## src/rtl/ex_mem_stage_buf.sv

```systemverilog
// EX->MEM stage: 2-entry skid buffer with valid/ready handshake and flush.
// Optional statistics counters are built when EX_MEM_STATS_EN is defined.
module ex_mem_stage_buf #(
  parameter int XLEN   = 32,
  parameter int RD_W   = 5,
  parameter int STAT_W = 16
) (
  input  logic              clk,
  input  logic              reset,
  input  logic              in_valid,
  output logic              in_ready,
  input  logic [XLEN-1:0]   in_alu_result,
  input  logic [XLEN-1:0]   in_rs2_data,
  input  logic [RD_W-1:0]   in_rd,
  input  logic [3:0]        in_ctrl,
  input  logic              in_branch,
  input  logic              in_zero,
  input  logic              in_take,
  input  logic              flush,
  output logic              out_valid,
  input  logic              out_ready,
  output logic [XLEN-1:0]   out_alu_result,
  output logic [XLEN-1:0]   out_rs2_data,
  output logic [RD_W-1:0]   out_rd,
  output logic [3:0]        out_ctrl,
  output logic              out_branch,
  output logic              out_zero,
  output logic              out_mispredict,
  output logic [STAT_W-1:0] stat_stall,
  output logic [STAT_W-1:0] stat_flush
);

  typedef struct packed {
    logic [XLEN-1:0] alu;
    logic [XLEN-1:0] rs2;
    logic [RD_W-1:0] rd;
    logic [3:0]      ctrl;
    logic            branch;
    logic            zero;
    logic            mispredict;
  } ent_t;

  typedef enum logic [1:0] {
    EMPTY = 2'd0,
    ONE   = 2'd1,
    FULL  = 2'd2
  } state_t;

  state_t state_q, state_d;
  ent_t   main_q, skid_q, in_ent, head;
  logic   in_fire, out_fire;
  logic   load_main, load_skid, from_skid;

  assign in_ent.alu        = in_alu_result;
  assign in_ent.rs2        = in_rs2_data;
  assign in_ent.rd         = in_rd;
  assign in_ent.ctrl       = in_ctrl;
  assign in_ent.branch     = in_branch;
  assign in_ent.zero       = in_zero;
  assign in_ent.mispredict = in_branch && (in_take != in_zero);

  assign in_fire  = in_valid && in_ready;
  assign out_fire = out_valid && out_ready;

  always_ff @(posedge clk or negedge reset) begin
    if (!reset) state_q <= EMPTY;
    else        state_q <= state_d;
  end

  always_comb begin
    state_d   = state_q;
    load_main = 1'b0;
    load_skid = 1'b0;
    from_skid = 1'b0;
    if (flush) begin
      state_d = EMPTY;
    end else begin
      unique case (state_q)
        EMPTY: if (in_fire) begin
          state_d   = ONE;
          load_main = 1'b1;
        end
        ONE: if (in_fire && out_fire) begin
          load_main = 1'b1;
        end else if (in_fire) begin
          state_d   = FULL;
          load_skid = 1'b1;
        end else if (out_fire) begin
          state_d   = EMPTY;
        end
        FULL: if (out_fire) begin
          state_d   = ONE;
          load_main = 1'b1;
          from_skid = 1'b1;
        end
        default: state_d = EMPTY;
      endcase
    end
  end

  always_ff @(posedge clk or negedge reset) begin
    if (!reset) begin
      main_q <= '0;
      skid_q <= '0;
    end else begin
      if (load_main) main_q <= from_skid ? skid_q : in_ent;
      if (load_skid) skid_q <= in_ent;
    end
  end

  // Empty stage presents an all-zero NOP downstream.
  always_comb begin
    in_ready  = (state_q != FULL) && reset;
    out_valid = (state_q != EMPTY);
    head      = out_valid ? main_q : '0;
  end

  assign out_alu_result = head.alu;
  assign out_rs2_data   = head.rs2;
  assign out_rd         = head.rd;
  assign out_ctrl       = head.ctrl;
  assign out_branch     = head.branch;
  assign out_zero       = head.zero;
  assign out_mispredict = head.mispredict;

`ifdef EX_MEM_STATS_EN
  logic [STAT_W-1:0] stall_q, flush_q;

  always_ff @(posedge clk or negedge reset) begin
    if (!reset) begin
      stall_q <= '0;
      flush_q <= '0;
    end else begin
      if (out_valid && !out_ready && !(&stall_q))
        stall_q <= stall_q + 1'b1;
      if (flush && (state_q != EMPTY) && !(&flush_q))
        flush_q <= flush_q + 1'b1;
    end
  end

  assign stat_stall = stall_q;
  assign stat_flush = flush_q;
`else
  assign stat_stall = '0;
  assign stat_flush = '0;
`endif

endmodule

```

## config.mk

```make
export PLATFORM = sky130hd
export DESIGN_NAME = ex_mem_stage_buf
export DESIGN_NICKNAME = d
export VERILOG_FILES = /design/src/rtl/ex_mem_stage_buf.sv
export SDC_FILE = /design/constraint.sdc
export NUM_CORES = 1
export LEC_CHECK = 0
export CORE_ASPECT_RATIO = 1.25
export CORE_UTILIZATION = 44
export DETAILED_ROUTE_END_ITERATION = 12
export PLACE_DENSITY_LB_ADDON = 0.1
export SYNTH_ARGS = -nofsm -noshare
export SYNTH_HDL_FRONTEND = slang
export SYNTH_SLANG_ARGS = --single-unit
```

## constraint.sdc

```tcl
create_clock -name clk -period 1.75 [get_ports clk]
set_clock_uncertainty 0.15 [all_clocks]
set_input_delay 0.525 -clock clk [delete_from_list [all_inputs] [get_ports clk]]
set_output_delay 0.525 -clock clk [all_outputs]
set_load 0.01 [all_outputs]
```

density.png
(2 px per µm) The die is cut into 12 by 15 equal tiles; black is low, pale yellow is high, 0 to 100% covered.
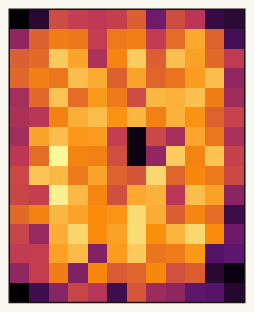
tiles over 75% full	32%
mean over tiles	62%
nearly empty tiles	1.1%
fullest tile	98%
emptiest ninth of the die	bottom right

pins.png
(2 px per µm) Pins as bars across the die edge, other pins in gray.
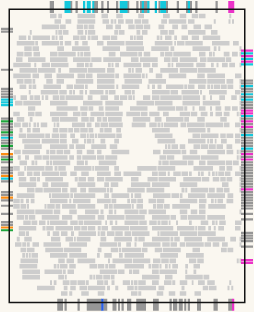
color	port	pins	direction	edge
green	out_rd	5	output	left
orange	out_ctrl	4	output	left
cyan	out_rs2_data	32	output	18 top, 9 right, 5 left
magenta	stat_flush	16	output	12 right, 3 top, 1 bottom
blue	out_branch	1	output	bottom

==> results.py <==
# Synthesis and PnR figures
metrics = {
    "run_status": {
        "outcome": "finished with violations",
        "violations": "setup timing",
    },
    "placed_design": {
        "place.gp.congestion": 0.788,
        "pre_cts_ws_ns": -0.536,
    },
    "route": {
        "initialDrtViolationCount": 263,
        "drcViolationCount": 0,
        "drt_first_pass_iters": 4,
        "vias": 5432,
    },
    "min_path": {
        "hp-class": "input port to async pin",
    },
    "die": {
        "fp_util": 0.449,
        "boundaryPins": 191,
        "die_y_um": 146,
        "die_area_mm2": 0.0171,
        "core_area_mm2": 0.0162,
    },
    "global_routing": {
        "antenna_found_initial": 0,
        "grt_use_total": 0.215,
    },
    "worst_setup_path": {
        "rr_startpoint": "state_q[0]",
        "arrival_ns": 1.73,
        "end_kind": "output pin",
        "critical-path-max-stage-delay_ns": 0.38,
        "critical_path.cell_chain": "or2_4 -> buf_4 -> clkbuf_16 -> and2_1 -> buf_2",
        "worstPathMaxFanout": 10,
    },
    "logic_synthesis": {
        "yosys-stat-area_mm2": 0.00728,
        "netlist_logic_family_top": "multiplexers",
        "ys_cells": 630,
        "ys_seq_share": 0.529,
        "synthCells": 630,
        "xor_share": 0.00120,
        "yosysUniqueCellTypes": 27,
        "fa_ha_area_frac": 0,
        "synth_flops": 154,
        "ff_type": "dfrtp_1",
    },
    "final_timing": {
        "hold_violations": 0,
        "setup_viol": 229,
        "slew_violations": 0,
        "setup_ws_ns": -0.652,
        "fin_crit_sh": 1.37,
    },
    "job": {
        "warnings": 29,
        "maxCapViolCount": 0,
    },
    "cts": {
        "cts-root-buf": "clkbuf_16",
        "cts_tree": "done",
        "path_clk_slew_ns": 0.06,
    },
    "layout": {
        "area_growth_pct": 48.4,
        "logic_area_mm2": 0.00319,
        "final_cell_mix": "dfrtp_1, nor2_1, clkdlybuf4s50_1, a21oi_1, mux2_2",
        "diodes": 0,
        "flop_area_mm2": 0.00385,
        "nFillCells": 1220,
    },
    "power": {
        "ir_worst_vdd_mv": 0.702,
    },
}
final_clocks.png
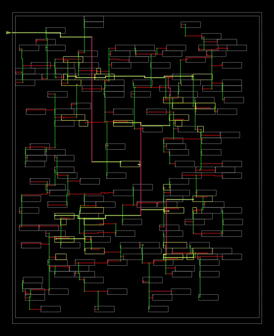
clock sink count: 154
CTS buffer count: 17
clk latency late pin: 0.42 ns
flop count: 154
clock buf count: 18

metal_stack.png
(2 px per µm)
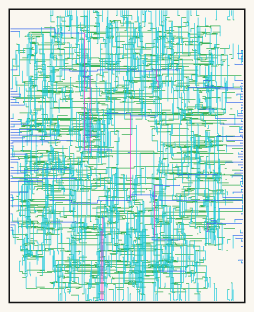
color	layer	wire length
blue	met3	851 µm
green	met1	7,810 µm
magenta	met4	253 µm
cyan	met2	9,930 µm

layout make-up:
cell class / instances / area share
Clock buffer: 18 / 0.0407
Clock inverter: 14 / 0.0181
Multi-Input combinational cell: 434 / 0.296
Sequential cell: 154 / 0.357
Tap cell: 216 / 0.0250
Timing Repair Buffer: 248 / 0.264
logic make-up (layout without fill, tap and decap cells):
group | Yosys count | count (layout)
and+or+nand+nor | 170 | 170
DFF | 154 | 154
muxes | 150 | 150
AOI/OAI and AO/OA | 81 | 81
buffers and inverters | 73 | 280
other | 1 | 32
xor gates and xnor gates | 1 | 1
per-stage QoR:
step | utilization | total power, mW | std cells | area (µm²)
2_1_floorplan | - | 5.79 | 661 | 7520
3_3_place_gp | 0.574 | 6.58 | 1004 | 9300
3_5_place_dp | 0.574 | 6.69 | 1004 | 9300
4_1_cts | 0.637 | 10.6 | 1064 | 10300
5_1_grt | 0.667 | 11.3 | 1084 | 10800
6_report | 0.667 | 10.8 | 1084 | 10800
cells in the mapped netlist, types with 2 or more instances:
library cell  count  area, µm²
dfrtp_1         154       3850
buf_4            40        300
mux2_2           75        845
and3b_1           2       17.5
or2_2             2       12.5
clkbuf_1         10       37.5
buf_2            16       80.1
buf_6             4       45.0
nand2_1           5       18.8
and2_1           77        482
a31oi_1           2       12.5
a21oi_1          75        375
nor2_1           78        293
buf_8             3       45.0
mux2i_1          75        751
flip-flops by register name (all words and copies together), names as in the netlist:
| name | flops |
|---|---|
| main_q | 76 |
| state_q | 2 |
| skid_q | 76 |
how the worst max path moves through the flow:
| stage | from | end | cells past startpoint |
|---|---|---|---|
| floorplan | state_q[0] | out_alu_result[0] | 4 |
| global placement | out_ready | main_q[72] | 6 |
| detailed placement | out_ready | main_q[45] | 7 |
| CTS | state_q[0] | out_alu_result[19] | 4 |
| global route | state_q[0] | out_rs2_data[20] | 4 |
| finish | state_q[0] | out_zero | 5 |
timing repair:
item / in CTS / in global routing
hold buffers: 1 / 1
gates resized: 230 / 51
gates cloned: 9 / 14
setup endpoints to repair: 227 / 231
hold endpoints to repair: 3 / 1
pin swaps: 18 / 25
setup buffers: 18 / 9
metal layers:
layer,GRT usage,part of all wire,vias to the layer above
li1,-,-,2530
met1,0.260,0.41,2735
met2,0.372,0.53,148
met3,0.0583,0.045,19
met4,0.0620,0.013,0
met5,0,0,-
worst max-delay path: cells and delay by family (launching register included):
family | cells | cell delay [ns]
flip-flops | 1 | 0.38
buffers and inverters | 3 | 0.48
AND/OR/NAND/NOR | 2 | 0.45
power by group:
group	switching (mW)	internal (mW)	total [mW]
combinational	0.895	1.25	2.14
clock	1.51	2.43	3.94
sequential	0.390	4.30	4.69
Power is estimated from default activity; no workload was simulated.
